**src/rtl/demux_lanes.sv**
```systemverilog
// Receive-side 1:4 byte lane de-striper: rebuilds lane A..D groups from the serial
// stream, pulses validOut per completed group, and counts partial groups lost to resync.
module demux_lanes #(
  parameter int WIDTH  = 8,
  parameter int DROP_W = 8
) (
  input  logic              demuxCLK,
  input  logic              resetL,
  input  logic [WIDTH-1:0]  inputDemux,
  input  logic              validIn,
  input  logic              syncIn,
  output logic [WIDTH-1:0]  outputA,
  output logic [WIDTH-1:0]  outputB,
  output logic [WIDTH-1:0]  outputC,
  output logic [WIDTH-1:0]  outputD,
  output logic              validOut,
  output logic [1:0]        controlOutput,
  output logic [DROP_W-1:0] dropCount
);

  logic [WIDTH-1:0] stg_a_p0;
  logic [WIDTH-1:0] stg_b_p0;
  logic [WIDTH-1:0] stg_c_p0;

  function automatic logic [DROP_W-1:0] sat_inc(input logic [DROP_W-1:0] v);
    if (&v) return v;
    return v + {{(DROP_W-1){1'b0}}, 1'b1};
  endfunction

  // Stage p0: stage lanes A..C; lane D completes the group into the output registers
  always_ff @(posedge demuxCLK or negedge resetL) begin
    if (!resetL) begin
      stg_a_p0      <= '0;
      stg_b_p0      <= '0;
      stg_c_p0      <= '0;
      outputA       <= '0;
      outputB       <= '0;
      outputC       <= '0;
      outputD       <= '0;
      validOut      <= 1'b0;
      controlOutput <= 2'd0;
      dropCount     <= '0;
    end else begin
      validOut <= 1'b0;
      if (syncIn) begin
        // Resync overrides completion: a byte arriving with syncIn always starts a new group
        if (controlOutput != 2'd0) dropCount <= sat_inc(dropCount);
        if (validIn) begin
          stg_a_p0      <= inputDemux;
          controlOutput <= 2'd1;
        end else begin
          controlOutput <= 2'd0;
        end
      end else if (validIn) begin
        case (controlOutput)
          2'd0: stg_a_p0 <= inputDemux;
          2'd1: stg_b_p0 <= inputDemux;
          2'd2: stg_c_p0 <= inputDemux;
          default: begin
            outputA  <= stg_a_p0;
            outputB  <= stg_b_p0;
            outputC  <= stg_c_p0;
            outputD  <= inputDemux;
            validOut <= 1'b1;
          end
        endcase
        controlOutput <= controlOutput + 2'd1;
      end
    end
  end

endmodule

```
**config.mk**
```make
export PLATFORM = sky130hd
export DESIGN_NAME = demux_lanes
export DESIGN_NICKNAME = d
export VERILOG_FILES = /design/src/rtl/demux_lanes.sv
export SDC_FILE = /design/constraint.sdc
export NUM_CORES = 1
export LEC_CHECK = 0
export ABC_AREA = 1
export ABC_CLOCK_PERIOD_IN_PS = 1300
export CAP_MARGIN = 15
export CORE_MARGIN = 1
export CORE_UTILIZATION = 46
export DETAILED_ROUTE_END_ITERATION = 12
export GPL_TIMING_DRIVEN = 0
export PLACE_DENSITY = 0.8
export SLEW_MARGIN = 0
export SYNTH_ARGS = -nofsm -noshare
export SYNTH_HDL_FRONTEND = slang
export SYNTH_SLANG_ARGS = --single-unit
export TNS_END_PERCENT = 10
```
**constraint.sdc**
```tcl
create_clock -name demuxCLK -period 1.3 [get_ports demuxCLK]
set_input_delay 0.26 -clock demuxCLK [delete_from_list [all_inputs] [get_ports demuxCLK]]
set_output_delay 0.26 -clock demuxCLK [all_outputs]
set_load 0.005 [all_outputs]
```
==> run_1/congestion_map.png <==
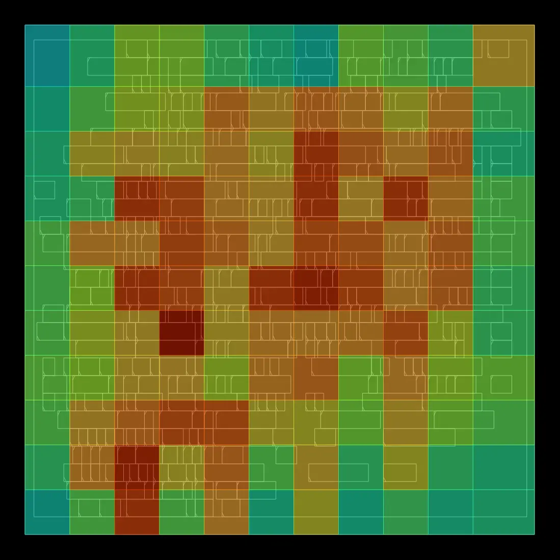
Overall Global Routing Usage: 0.217
post-layout utilization of the core: 0.695
met2 GRT Util: 0.353

==> run_1/floorplan.png <==
Pins as bars on the die edge. Tap cells in gray.
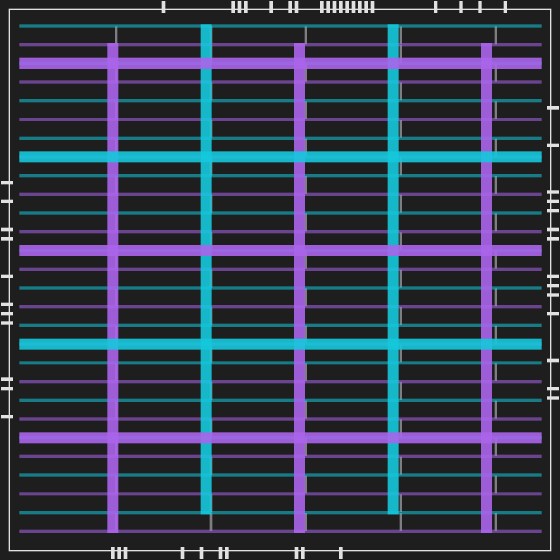
net	color
VDD	cyan
VSS	purple
met4 straps	5
rows	27
met1 rails	28
height of the die: 78.5 um
worst IR drop on VDD: 914 uV
Die Span X: 78.5 um
Std-Cell Core Area: 5570 um2

==> flow_summary.rst, run 1 <==
Metrics
=======

.. list-table::
   :header-rows: 1

   * - Metric
     - Value
   * - Switching pwr
     - 1.97 mW
   * - FP Rows
     - 27
   * - Setup TNS
     - -1.29 ns
   * - Result of the run
     - finished with violations
   * - Routed length per instance
     - 15.1 um
   * - Via count
     - 2328
   * - Final tally of hold violations
     - 6
   * - Commonest cells in the synthesized netlist
     - sky130_fd_sc_hd__nand2_1 (138), sky130_fd_sc_hd__dfrtp_1 (67), sky130_fd_sc_hd__o21ai_0 (36), sky130_fd_sc_hd__inv_1 (16), sky130_fd_sc_hd__nor2_1 (8)
   * - Data required time at the worst endpoint
     - 1.56 ns
   * - Setup CP Type
     - register to register
   * - Setup-failing EPs final
     - 46
   * - Fmax
     - 726 MHz
   * - Flops out of synthesis
     - 67
   * - Well Taps
     - 72
   * - Number of enable flip-flop cells
     - 0
   * - Number of distinct standard cells referenced by the synthesized netlist
     - 19
   * - Violations in the final reports
     - negative hold slack, negative setup slack
   * - Hold Worst Slack
     - -0.0178 ns
   * - Worst path setup slack after routing
     - -0.0765 ns
   * - Clock-pin slew on the worst setup and hold paths
     - 0.07 ns
   * - Number of sequential cells in the layout
     - 67
==> run_1/port_trees.png <==
Bar = 20 um.
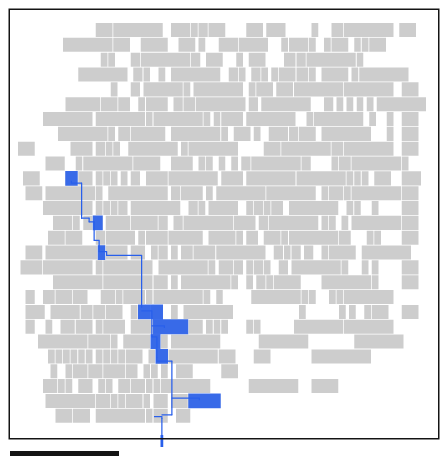
port	color	bits	direction	edge	end cells	wire
syncIn	blue	1	input	south	9	75.4 um
# IOs: 55
Port Buffers: 53

## run 1: cells by family (layout without fill, tap and decap cells)
group | count (synthesis) | after routing | share of synthesized area
fa+ha+maj | 5 | 5 | 0.0233
xor+xnor | 3 | 3 | 0.00977
compound gates | 37 | 37 | 0.0688
flops | 67 | 67 | 0.623
buf+inv | 28 | 115 | 0.0456
simple gates | 157 | 157 | 0.229
## run 1: sequential cells by signal (all words and copies together), names as in the netlist, 8 cells and up
| register | flops |
|---|---|
| dropCount | 8 |
| outputA | 8 |
| outputB | 8 |
| outputC | 8 |
| outputD | 8 |
| stg_a_p0 | 8 |
| stg_b_p0 | 8 |
| stg_c_p0 | 8 |
## run 1: power groups by stage
| stage | clock network [mW] | logic, mW | registers (mW) |
|---|---|---|---|
| floorplan | 0 | 0.561 | 2.98 |
| global placement | 0 | 1.45 | 2.98 |
| detailed placement | 0 | 1.51 | 2.99 |
| CTS | 1.92 | 1.45 | 2.92 |
| global route | 2.01 | 1.83 | 3.00 |
| finish | 1.92 | 1.66 | 2.94 |
## run 1: critical path, stage by stage (launching register included)
cell,delay [ns]
sky130_fd_sc_hd__dfrtp_2,0.44
sky130_fd_sc_hd__inv_2,0.10
sky130_fd_sc_hd__ha_1,0.23
sky130_fd_sc_hd__nand3_4,0.15
sky130_fd_sc_hd__buf_6,0.20
sky130_fd_sc_hd__o21ai_0,0.16
## run 1: metal layers
layer	vias to the layer above	track usage	part of all wire
met4	0	0.0944	0.023
met5	-	0	0
met2	77	0.353	0.51
met3	14	0.0500	0.043
li1	1099	-	-
met1	1138	0.277	0.43
## run 1: per-stage QoR
step | power, mW | hold WS, ns
global route | 6.84 | 0.0755
CTS | 6.29 | 0.0321
finish | 6.52 | -0.0178
floorplan | 3.54 | -0.0356
global placement | 4.43 | 0.452
detailed placement | 4.50 | 0.409
## run 1: cell usage in the layout, fill, tap and decap left out, drive strengths merged
| master | Yosys | routed |
|---|---|---|
| dfrtp | 67 | 67 |
| xnor2 | 1 | 1 |
| clkdlybuf4s15 | 0 | 1 |
| inv | 18 | 18 |
| clkbuf | 3 | 12 |
| clkinv | 0 | 3 |
| xor2 | 2 | 2 |
| clkinvlp | 0 | 1 |
| or2 | 1 | 1 |
| nand4 | 2 | 2 |
| nor2 | 8 | 8 |
| bufinv | 0 | 2 |
| o21ai | 37 | 37 |
| dlygate4sd2 | 0 | 40 |
| nand2 | 138 | 138 |
| ha | 5 | 5 |
| nand3 | 6 | 6 |
| clkdlybuf4s50 | 0 | 8 |
| nand3b | 2 | 2 |
| buf | 7 | 30 |
## run 1: how the worst max path moves through the flow
stage | startpoint | end | slack, ns | cells past startpoint
after floorplan | dropCount[0] | dropCount[2] | -0.04 | 7
after global placement | resetL | validOut | -2.13 | 1
after detailed placement | validIn | stg_b_p0[6] | -0.42 | 5
after CTS | controlOutput[0] | stg_a_p0[6] | -0.1 | 5
after global routing | controlOutput[0] | stg_c_p0[5] | -0.16 | 6
final | controlOutput[0] | stg_c_p0[3] | -0.08 | 5
## run 1: timing repair
item / 4_1_cts / 5_1_grt
buffers inserted: 10 / 7
gates resized: 74 / 78
pin swaps: 2 / 13
endpoints found under the setup margin: 104 / 65
gates cloned: 0 / 1
==> run_1/layers.png <==
Only two layers are drawn.
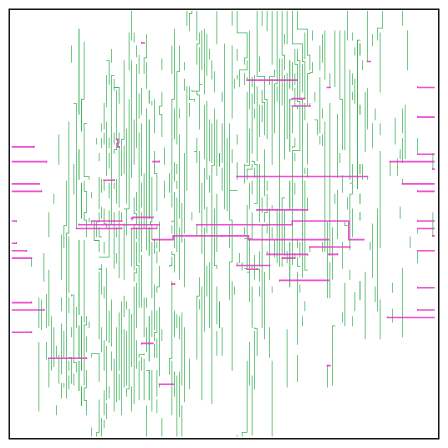

--- run 2 (diff from run 1) ---
--- a/config.mk
+++ b/config.mk
@@ -9,10 +9,11 @@
 export ABC_CLOCK_PERIOD_IN_PS = 1300
 export CAP_MARGIN = 15
 export CORE_MARGIN = 1
-export CORE_UTILIZATION = 46
+export CORE_UTILIZATION = 48
+export CTS_BUF_LIST = sky130_fd_sc_hd__clkbuf_4
 export DETAILED_ROUTE_END_ITERATION = 12
 export GPL_TIMING_DRIVEN = 0
-export PLACE_DENSITY = 0.8
+export PLACE_DENSITY = 0.82
 export SLEW_MARGIN = 0
 export SYNTH_ARGS = -nofsm -noshare
 export SYNTH_HDL_FRONTEND = slang
==> run_2/layers.png <==
Only two layers are drawn.
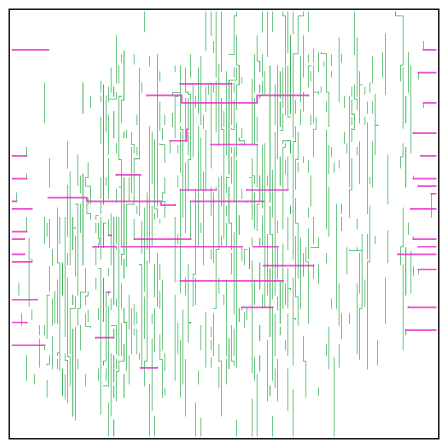
layer	color	wire length
M3	magenta	282 um
M2	green	3320 um
Overall Global Routing Usage: 0.221
Routed Wire Length: 6.37 mm
routed length per instance: 13.7 um

==> run_2/congestion_map.png <==
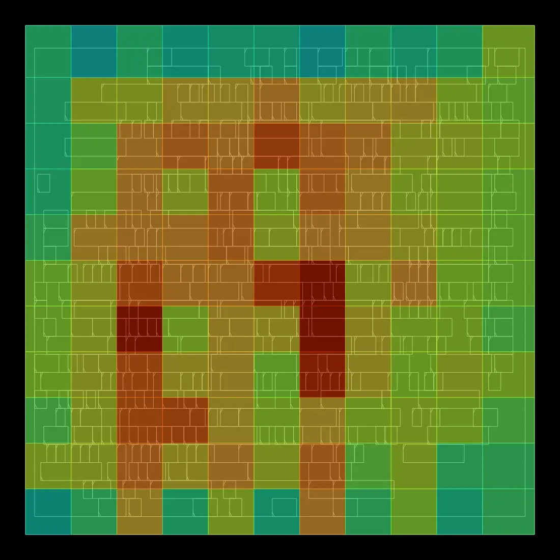
GRT Max-Usage Layer: met2
met2 GRT Util: 0.363

==> run_2/floorplan.png <==
Pins as bars on the die edge. Tap cells in gray.
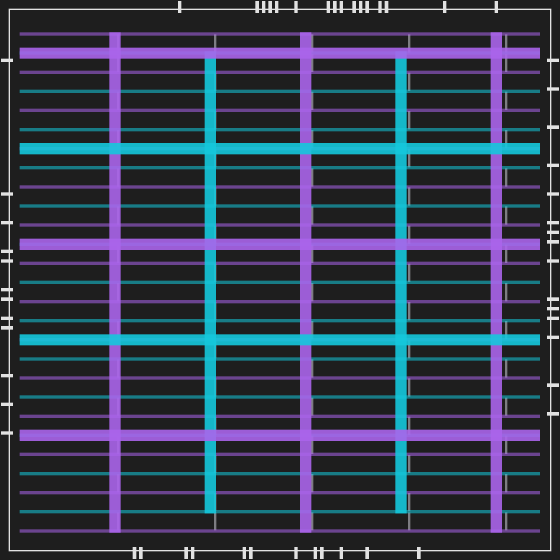
net	color
VSS	purple
VDD	cyan
rows	26
tap cells	70
met5 straps	5
Std-Cell Core Area: 5240 um2
height of the die: 76.9 um
worst IR drop on VDD: 952 uV

==> run 2 against run 1 <==
  * First-iteration DRC count is 2.1% higher
  * Utilization is 1.6 points higher
  * Critical path depth stayed put
  * The run ends with negative setup slack left
  * Power is 12% lower
  * Flip-flop count stayed put
  * Critical endpoint is now outputD[7]
  * Clock power is 44% lower
  * Worst hold slack better by 0.22 ns
  * Clock skew is 0.0011 ns higher
  * Die size is 4.1% lower
  * Count of clock-buffer cells in the layout stayed put
  * Largest power group unchanged
  * Sequential power hardly changed
==> flow_summary.rst, run 2 <==
Metrics
=======

.. list-table::
   :header-rows: 1

   * - Metric
     - Value
   * - # IOs
     - 55
   * - Setup TNS
     - -0.351 ns
   * - Number of enable flip-flop cells
     - 0
   * - Top cell by count, worst path
     - sky130_fd_sc_hd__buf_4
   * - Data required time at the worst endpoint
     - 1.62 ns
   * - Endpoint of the worst hold path
     - dropCount[0]
   * - Result of the run
     - finished with violations
   * - Setup CP Type
     - register to register
   * - Post-synthesis sequential area ratio
     - 0.623
   * - Crit path max-delay family
     - flip-flops
   * - Port Buffers
     - 53
   * - FP Rows
     - 26
   * - Fmax
     - 736 MHz
   * - Flops out of synthesis
     - 67
   * - Transition at the pin with the smallest max-transition slack
     - 0.812 ns
   * - Setup-failing EPs final
     - 24
   * - Clock-pin slew on the worst setup and hold paths
     - 0.11 ns
   * - Worst-path cell with the longest stage delay
     - sky130_fd_sc_hd__dfrtp_1
   * - Via count
     - 2317
   * - Commonest Layout Cell
     - sky130_fd_sc_hd__nand2_1
   * - Post-layout utilization of the core
     - 0.711
   * - CP Cell Sequence
     - buf_4 > ha_2 > nand3_4 > buf_4 > o21ai_0
   * - Worst hold path depth
     - 3
   * - Commonest cells in the synthesized netlist
     - sky130_fd_sc_hd__nand2_1 (138), sky130_fd_sc_hd__dfrtp_1 (67), sky130_fd_sc_hd__o21ai_0 (36), sky130_fd_sc_hd__inv_1 (16), sky130_fd_sc_hd__nor2_1 (8)
   * - Worst min-delay path startpoint
     - syncIn
   * - Number of distinct standard cells referenced by the synthesized netlist
     - 19
   * - Dominant logic cell types in the final layout
     - sky130_fd_sc_hd__nand2_1 (130), sky130_fd_sc_hd__dfrtp_1 (67), sky130_fd_sc_hd__buf_4 (34)
   * - H-tree Lvls
     - 3
   * - Final tally of hold violations
     - 0
   * - DR iter-0 viols
     - 149
   * - Worst path setup slack after routing
     - -0.0590 ns
   * - Violations in the final reports
     - negative setup slack
   * - Sum of buffers and inverters on the critical path
     - 2
-- run 2: netlist changes by cell type in the layout (fill, tap and decap cells not counted), sizes merged --
cell / delta
buf: +13
clkdlybuf4s15: +14
clkdlybuf4s50: +1
clkbuf: +25
bufinv: -2
dlygate4sd3: +1
dlygate4sd2: -40
-- run 2: how the worst max path moves through the flow --
stage	to	start	slack, ns
floorplan	dropCount[2]	dropCount[0]	-0.04
global placement	dropCount[7]	resetL	-2.12
CTS	stg_a_p0[6]	controlOutput[1]	-0.13
global route	outputD[7]	controlOutput[0]	-0.13
finish	outputD[7]	controlOutput[0]	-0.06
detailed placement	stg_b_p0[4]	validIn	-0.44
-- run 2: timing repair --
| action | 4_1_cts | 5_1_grt |
|---|---|---|
| endpoints found under the setup margin | 106 | 93 |
| pin swaps | 3 | 12 |
| buffers inserted | 25 | 5 |
| hold buffers | 1 | 0 |
| endpoints found under the hold margin | 67 | 0 |
| gates resized | 108 | 92 |
| gates cloned | 0 | 1 |
-- run 2: per-stage QoR --
step                      instances  setup slack, ns  power, mW  hold WS, ns
after floorplan                 297          -0.0397       3.54      -0.0356
final                           466          -0.0590       5.74        0.200
after CTS                       460           -0.132       5.69        0.188
after global placement          420            -2.12       4.43        0.452
after detailed placement        420           -0.442       4.50        0.404
after global routing            466           -0.129       6.11        0.193
-- run 2: power by group through the flow --
stage	registers [mW]	clock network, mW	logic [mW]
after floorplan	2.98	0	0.561
after global placement	2.98	0	1.45
after detailed placement	3.00	0	1.50
after CTS	2.92	1.08	1.70
after global routing	3.01	1.18	1.91
final	2.94	1.07	1.73
-- run 2: worst min-delay path: stages --
cell	delay, ns
sky130_fd_sc_hd__buf_4	0.16
sky130_fd_sc_hd__nand4_1	0.10
sky130_fd_sc_hd__nand2_1	0.05
-- run 2: area by class of cell --
type | count | area share
buffer | 10 | 0.0272
clock buffer | 10 | 0.0201
clock inverter | 4 | 0.00537
inverter | 18 | 0.0208
multi-input combinational | 202 | 0.278
sequential | 67 | 0.450
tap | 70 | 0.0235
timing repair buffer | 85 | 0.175
-- run 2: routing by layer --
| metal | GRT usage | vias up | share of wire | routed length (um) |
|---|---|---|---|---|
| met5 | 0 | - | 0 | 0 |
| met4 | 0.0827 | 0 | 0.017 | 110 |
| met3 | 0.0464 | 13 | 0.044 | 281 |
| met2 | 0.363 | 62 | 0.52 | 3320 |
| met1 | 0.287 | 1118 | 0.42 | 2660 |
| li1 | - | 1124 | - | - |
-- run 2: kinds of logic (layout without fill, tap and decap cells) --
| group | after synthesis | in the layout | synth area share |
|---|---|---|---|
| AOI/OAI and AO/OA | 37 | 37 | 0.0688 |
| buffers and inverters | 28 | 127 | 0.0456 |
| xor gates and xnor gates | 3 | 3 | 0.00977 |
| and+or+nand+nor | 157 | 157 | 0.229 |
| adders and majority gates | 5 | 5 | 0.0233 |
| DFF | 67 | 67 | 0.623 |
Power and IR drop assume default switching activity.
